run_1/clock_map.png
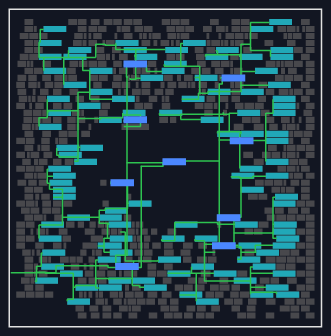
run_1/met3.png
Cells faint in the background.
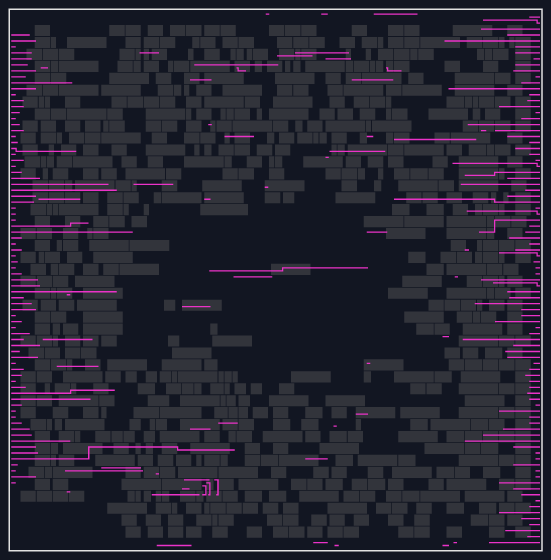
run_1/drive_strength.png
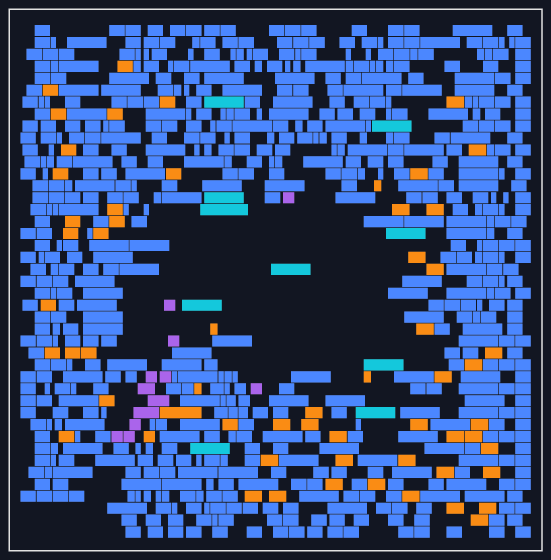
run_1/gate_families.png
Bar = 20 µm.
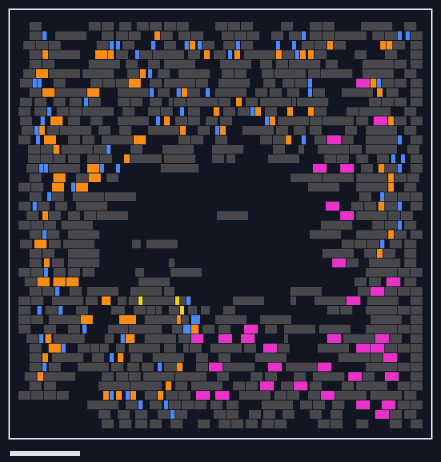
### config.mk
export PLATFORM = sky130hd
export DESIGN_NAME = alu_arbiter
export DESIGN_NICKNAME = d
export VERILOG_FILES = /design/src/rtl/alu_arbiter.sv
export SDC_FILE = /design/constraint.sdc
export NUM_CORES = 1
export LEC_CHECK = 0
export CAP_MARGIN = 0
export CORE_AREA = 2 2 119 121
export DETAILED_ROUTE_END_ITERATION = 6
export DIE_AREA = 0 0 121 123
export HOLD_SLACK_MARGIN = 0.12
export MAX_ROUTING_LAYER = met4
export PLACE_DENSITY = 0.81
export SLEW_MARGIN = 20
export SYNTH_ARGS = -nofsm -noshare
export SYNTH_HDL_FRONTEND = slang
export SYNTH_SLANG_ARGS = --single-unit
### constraint.sdc
create_clock -name clk -period 5.2 [get_ports clk]
set_input_delay 1.04 -clock clk [delete_from_list [all_inputs] [get_ports clk]]
set_output_delay 1.04 -clock clk [all_outputs]
set_load 0.01 [all_outputs]
### src/rtl/alu_arbiter.sv
// alu_arbiter: shares one external single-cycle ALU between two requesters.
//   Port 0 (execute stage) and port 1 (auxiliary user) each present a
//   valid/ready request (op, a, b) and receive a valid/ready response
//   (result, zero). Arbitration is round-robin; operands, op and the ALU
//   result are registered, so each operation takes IDLE -> EXEC -> RESP.
// Ports:
//   clk, rst_n                 clock, asynchronous active-low reset
//   pX_req_valid/ready         request handshake for port X
//   pX_req_op/a/b              request payload for port X
//   pX_resp_valid/ready        response handshake for port X
//   pX_resp_result/zero        response payload for port X
//   alu_control/src_a/src_b    registered operands to the external ALU
//   alu_result/zero            combinational result from the external ALU
//   busy                       high whenever the FSM is not in IDLE
module alu_arbiter #(
  parameter int DATA_WIDTH = 32,
  parameter int OP_WIDTH   = 3
) (
  input  logic                  clk,
  input  logic                  rst_n,
  input  logic                  p0_req_valid,
  output logic                  p0_req_ready,
  input  logic [OP_WIDTH-1:0]   p0_req_op,
  input  logic [DATA_WIDTH-1:0] p0_req_a,
  input  logic [DATA_WIDTH-1:0] p0_req_b,
  output logic                  p0_resp_valid,
  input  logic                  p0_resp_ready,
  output logic [DATA_WIDTH-1:0] p0_resp_result,
  output logic                  p0_resp_zero,
  input  logic                  p1_req_valid,
  output logic                  p1_req_ready,
  input  logic [OP_WIDTH-1:0]   p1_req_op,
  input  logic [DATA_WIDTH-1:0] p1_req_a,
  input  logic [DATA_WIDTH-1:0] p1_req_b,
  output logic                  p1_resp_valid,
  input  logic                  p1_resp_ready,
  output logic [DATA_WIDTH-1:0] p1_resp_result,
  output logic                  p1_resp_zero,
  output logic [OP_WIDTH-1:0]   alu_control,
  output logic [DATA_WIDTH-1:0] alu_src_a,
  output logic [DATA_WIDTH-1:0] alu_src_b,
  input  logic [DATA_WIDTH-1:0] alu_result,
  input  logic                  alu_zero,
  output logic                  busy
);

  typedef enum logic [1:0] {IDLE, EXEC, RESP} state_t;

  state_t                state;
  logic                  grant;
  logic                  last_grant;
  logic [OP_WIDTH-1:0]   op_q;
  logic [DATA_WIDTH-1:0] a_q;
  logic [DATA_WIDTH-1:0] b_q;
  logic [DATA_WIDTH-1:0] result_q;
  logic                  zero_q;
  logic                  resp0_q;
  logic                  resp1_q;
  logic                  busy_q;

  logic                  sel;
  logic                  take;
  logic                  resp_done;

  // Tie goes to the port that was not served last; a lone requester wins.
  // rst_n gates acceptance so no handshake is offered while reset is held.
  always_comb begin
    sel = 1'b0;
    if (p0_req_valid && p1_req_valid) sel = ~last_grant;
    else if (p1_req_valid)            sel = 1'b1;
    take      = (state == IDLE) && rst_n && (p0_req_valid || p1_req_valid);
    resp_done = grant ? p1_resp_ready : p0_resp_ready;
  end

  assign p0_req_ready   = take && !sel;
  assign p1_req_ready   = take && sel;

  assign alu_control    = op_q;
  assign alu_src_a      = a_q;
  assign alu_src_b      = b_q;

  assign p0_resp_valid  = resp0_q;
  assign p1_resp_valid  = resp1_q;
  assign p0_resp_result = result_q;
  assign p1_resp_result = result_q;
  assign p0_resp_zero   = zero_q;
  assign p1_resp_zero   = zero_q;
  assign busy           = busy_q;

  always_ff @(posedge clk or negedge rst_n) begin
    if (!rst_n) begin
      state      <= IDLE;
      grant      <= 1'b0;
      last_grant <= 1'b1;
      op_q       <= '0;
      a_q        <= '0;
      b_q        <= '0;
      result_q   <= '0;
      zero_q     <= 1'b0;
      resp0_q    <= 1'b0;
      resp1_q    <= 1'b0;
      busy_q     <= 1'b0;
    end else begin
      case (state)
        IDLE: begin
          if (take) begin
            op_q   <= sel ? p1_req_op : p0_req_op;
            a_q    <= sel ? p1_req_a  : p0_req_a;
            b_q    <= sel ? p1_req_b  : p0_req_b;
            grant  <= sel;
            state  <= EXEC;
            busy_q <= 1'b1;
          end
        end
        EXEC: begin
          result_q <= alu_result;
          zero_q   <= alu_zero;
          resp0_q  <= ~grant;
          resp1_q  <= grant;
          state    <= RESP;
        end
        RESP: begin
          if (resp_done) begin
            last_grant <= grant;
            resp0_q    <= 1'b0;
            resp1_q    <= 1'b0;
            busy_q     <= 1'b0;
            state      <= IDLE;
          end
        end
        default: begin
          resp0_q <= 1'b0;
          resp1_q <= 1'b0;
          busy_q  <= 1'b0;
          state   <= IDLE;
        end
      endcase
    end
  end

endmodule

==> flow_summary.ini, run 1 <==
; synthesis and place-and-route metrics
[floorplan]
num_io_pins = 311

[global_route]
first_global_vias = 4703
grt_use_met1 = 0.2536

[job]
warning_count = 26

[yosys]
postSynthSeqShare = 0.5329
postSynthRegisterBits = 107
yosys_warnings = 0
topCombFamilyByArea = simple AND/OR/NAND/NOR gates
synth-area-yosys_mm2 = 0.005027

[cells_and_area]
seqAreaFraction = 0.3247
largest_class = non-clock buffers

[pwr]
internal-power_mw = 2.994
comb_power_mw = 2.30
p_leak_nw = 3.323
peakVddDrop_uv = 228.2
seq_power_share = 0.341

[setup_path]
critPathKind = in2out

[run_status]
outcome = finished clean

[timing]
finalCritPeriodShare = 0.6791

[clock_network]
postCtsSetupRepairBufs = 0
clock-root-buffer = sky130_fd_sc_hd__clkbuf_16

[routing]
average_wire_per_standard_cell_um = 18.94

[placed_design]
placed_instances = 864
About clock_map.png:
[cells driving clock nets] blue | count: 9
[clock wires] green | length: 1320 µm
[flip-flops] cyan | count: 107
routed clock nets: 10
flops lie: all over the die
clock tree skew after final layout: 0.008446 ns
power of the clock network: 667 µW
share of total power in the clock network: 0.148
clock latency at the later pin of the worst-skew pair: 0.34 ns

About met3.png:
main direction: horizontal
share of all routed wire: 7.9%
nets with wire on the layer: 192
overall routed net length: 16670 µm
routed vias: 4703
met3 routing resource usage after global routing: 0.04659

About drive_strength.png:
| size | color | cells | most used |
|---|---|---|---|
| drive 3 to 4 | purple | 12 | buf_4 |
| drive 6 and up | cyan | 10 | clkbuf_16 |
| drive 1 or less | blue | 619 | clkdlybuf4s50_1 |
| drive 2 | orange | 59 | mux2_2 |
buffers outside the clock class: 318
post-layout instance area: 0.008249 mm²
slack of the critical path: 1.668 ns

About gate_families.png:
| family | color | cells | most used |
|---|---|---|---|
| inverters | yellow | 3 | inv_1 |
| NOR gates | orange | 72 | nor3_1 |
| NAND gates | blue | 71 | nand2_1 |
| multiplexers | magenta | 34 | mux2_2 |
final non-filler cell total: 880
multi-input gate share of total cell area: 0.2299
most frequent logic cell in the layout: sky130_fd_sc_hd__clkdlybuf4s50_1

## run 1: flip-flops by register name, indices dropped and copies added (netlist names)
name and cells:
p0_resp_valid 1, alu_src_b 32, p0_resp_zero 1, p0_resp_result 32
grant 1, alu_src_a 32, state 2, busy 1
last_grant 1, p1_resp_valid 1, alu_control 3
## run 1: metal layers
layer  wire [µm]  vias to the layer above
met5           0                        -
met4         488                        0
met3        1321                       30
met2        8601                      251
met1        6259                     2324
li1            -                     2098
## run 1: cell usage after synthesis (2+ instances only)
| cell type | count | share of area |
|---|---|---|
| sky130_fd_sc_hd__nor3b_1 | 2 | 0.0030 |
| sky130_fd_sc_hd__buf_2 | 13 | 0.013 |
| sky130_fd_sc_hd__nor2b_1 | 2 | 0.0025 |
| sky130_fd_sc_hd__nand2_1 | 69 | 0.052 |
| sky130_fd_sc_hd__buf_4 | 33 | 0.049 |
| sky130_fd_sc_hd__nor3_1 | 48 | 0.048 |
| sky130_fd_sc_hd__dfrtp_1 | 106 | 0.53 |
| sky130_fd_sc_hd__a221o_1 | 67 | 0.13 |
| sky130_fd_sc_hd__inv_1 | 3 | 0.0022 |
| sky130_fd_sc_hd__nor3_2 | 19 | 0.038 |
| sky130_fd_sc_hd__clkbuf_1 | 23 | 0.017 |
| sky130_fd_sc_hd__buf_6 | 5 | 0.011 |
| sky130_fd_sc_hd__buf_1 | 2 | 0.0015 |
| sky130_fd_sc_hd__mux2_2 | 33 | 0.074 |
## run 1: critical path, stage by stage
cell,delay [ns]
sky130_fd_sc_hd__clkdlybuf4s50_1,0.49
sky130_fd_sc_hd__nor2b_4,0.17
sky130_fd_sc_hd__nor3b_1,0.20
sky130_fd_sc_hd__clkdlybuf4s50_1,0.60
==> run 2, diff against run 1 <==
--- a/config.mk
+++ b/config.mk
@@ -6,12 +6,12 @@
 export NUM_CORES = 1
 export LEC_CHECK = 0
 export CAP_MARGIN = 0
-export CORE_AREA = 2 2 119 121
+export CORE_MARGIN = 2
+export CORE_UTILIZATION = 37
 export DETAILED_ROUTE_END_ITERATION = 6
-export DIE_AREA = 0 0 121 123
 export HOLD_SLACK_MARGIN = 0.12
 export MAX_ROUTING_LAYER = met4
-export PLACE_DENSITY = 0.81
+export PLACE_DENSITY = 0.8
 export SLEW_MARGIN = 20
 export SYNTH_ARGS = -nofsm -noshare
 export SYNTH_HDL_FRONTEND = slang
==> constraint.sdc (replaced) <==
create_clock -name clk -period 3.34 [get_ports clk]
set_input_delay 0.668 -clock clk [delete_from_list [all_inputs] [get_ports clk]]
set_output_delay 0.668 -clock clk [all_outputs]
set_load 0.01 [all_outputs]
==> run 2 against run 1 <==
First-iteration DRC count increased by 26%. Via count decreased by 0.83%. Highest routed layer unchanged. Worst setup slack got worse by 1.1 ns.
==> flow_summary.ini, run 2 <==
; synthesis and place-and-route metrics
[run_status]
outcome = finished clean

[clock_network]
clkLatencyLatePin_ns = 0.34
postCtsSetupRepairBufs = 0
clock-root-buffer = sky130_fd_sc_hd__clkbuf_16

[routing]
routed-via-count = 4664
postRouteWirelength_um = 16830
average_wire_per_standard_cell_um = 19.19
route.met3.wl_um = 1120

[cells_and_area]
final_common_cell = sky130_fd_sc_hd__clkdlybuf4s50_1
final_cells = 877

[yosys]
synthTopCellsByArea = sky130_fd_sc_hd__dfrtp_1 53%, sky130_fd_sc_hd__a221o_1 13%, sky130_fd_sc_hd__mux2_2 7.4%
post-synth-top-count-cell = sky130_fd_sc_hd__dfrtp_1
synth.top_cells.by_count = 106 x sky130_fd_sc_hd__dfrtp_1, 69 x sky130_fd_sc_hd__nand2_1, 67 x sky130_fd_sc_hd__a221o_1
postSynthRegisterBits = 107
synth.top_cell.area_share = 0.5276
postSynthSeqShare = 0.5329
largest_area_cell = sky130_fd_sc_hd__dfrtp_1

[setup_path]
critPathKind = in2out

[placed_design]
placed_instances = 861

[timing]
finalCritPeriodShare = 0.8294

[job]
warning_count = 26

[pwr]
peakVddDrop_uv = 370.0

[floorplan]
num_io_pins = 311

[global_route]
first_global_vias = 4754
## run 2: netlist changes by cell type in the layout (fill, tap and decap cells not counted)
cell,previous run,this run
sky130_fd_sc_hd__clkbuf_8,0,1
sky130_fd_sc_hd__buf_12,0,1
sky130_fd_sc_hd__clkbuf_1,3,1
sky130_fd_sc_hd__clkinvlp_4,0,1
## run 2: critical path: stages
cell                              delay, ns
sky130_fd_sc_hd__clkdlybuf4s50_1       0.48
sky130_fd_sc_hd__nor2b_4               0.16
sky130_fd_sc_hd__nor3b_1               0.19
sky130_fd_sc_hd__clkdlybuf4s50_1       0.60
## run 2: worst min-delay path by stage
| stage | start | endpoint | cells past startpoint |
|---|---|---|---|
| finish | rst_n | p1_resp_valid | 1 |
| global route | rst_n | p1_resp_valid | 1 |
| CTS | rst_n | p1_resp_valid | 1 |
| detailed placement | alu_src_a[13] | alu_src_a[13] | 1 |
| global placement | rst_n | busy | 1 |
| floorplan | rst_n | alu_control[0] | 0 |
## run 2: routing by layer
metal	track usage	up-vias
met5	-	-
met1	0.2788	2287
met2	0.3997	240
met4	0.08939	0
li1	-	2104
met3	0.04623	33
## run 2: area by class of cell
cell class | count | area [µm²]
flip-flops and latches | 107 | 2679
repair buffers | 319 | 3176
well taps | 176 | 220.2
multi-input cells | 256 | 1897
clock buffers | 11 | 242.7
fillers | 1083 | 4965
inverters | 3 | 11.26
clock inverters | 5 | 52.55
## run 2: kinds of logic after synthesis
kind of cell / synth area share
muxes: 0.07591
AOI/OAI and AO/OA: 0.1478
and+or+nand+nor: 0.1491
buffers and inverters: 0.09432
DFF: 0.5329
## run 2: report_power, final
group	internal, mW	switching (mW)	leakage, nW
registers	1.93	0.457	1.30
logic	2.16	1.42	1.89
clock network	0.599	0.468	0.145
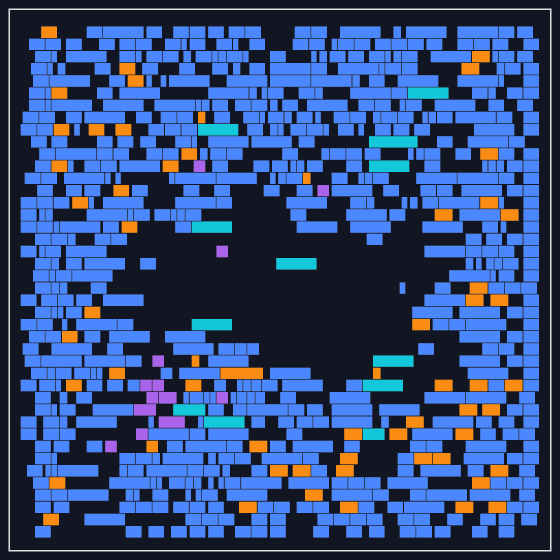
run_2/drive_strength.png
| size | color | cells | most used |
|---|---|---|---|
| drive 1 or less | blue | 617 | clkdlybuf4s50_1 |
| drive 3 to 4 | purple | 13 | buf_4 |
| drive 6 and up | cyan | 12 | clkbuf_16 |
| drive 2 | orange | 59 | mux2_2 |
Syn-to-layout area delta: 64.66%
post-layout instance area: 0.008278 mm²
slack of the critical path: 0.5698 ns
buffers outside the clock class: 319

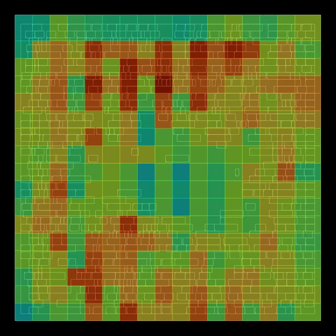
run_2/final_congestion.png
met3 routing resource usage after global routing: 0.04623
busiest layer in global routing: met2
final standard cell utilization of the core: 0.6251
met1 layer usage reported by global route: 0.2788

No activity file was given, so power comes from the tool's default toggle rates.
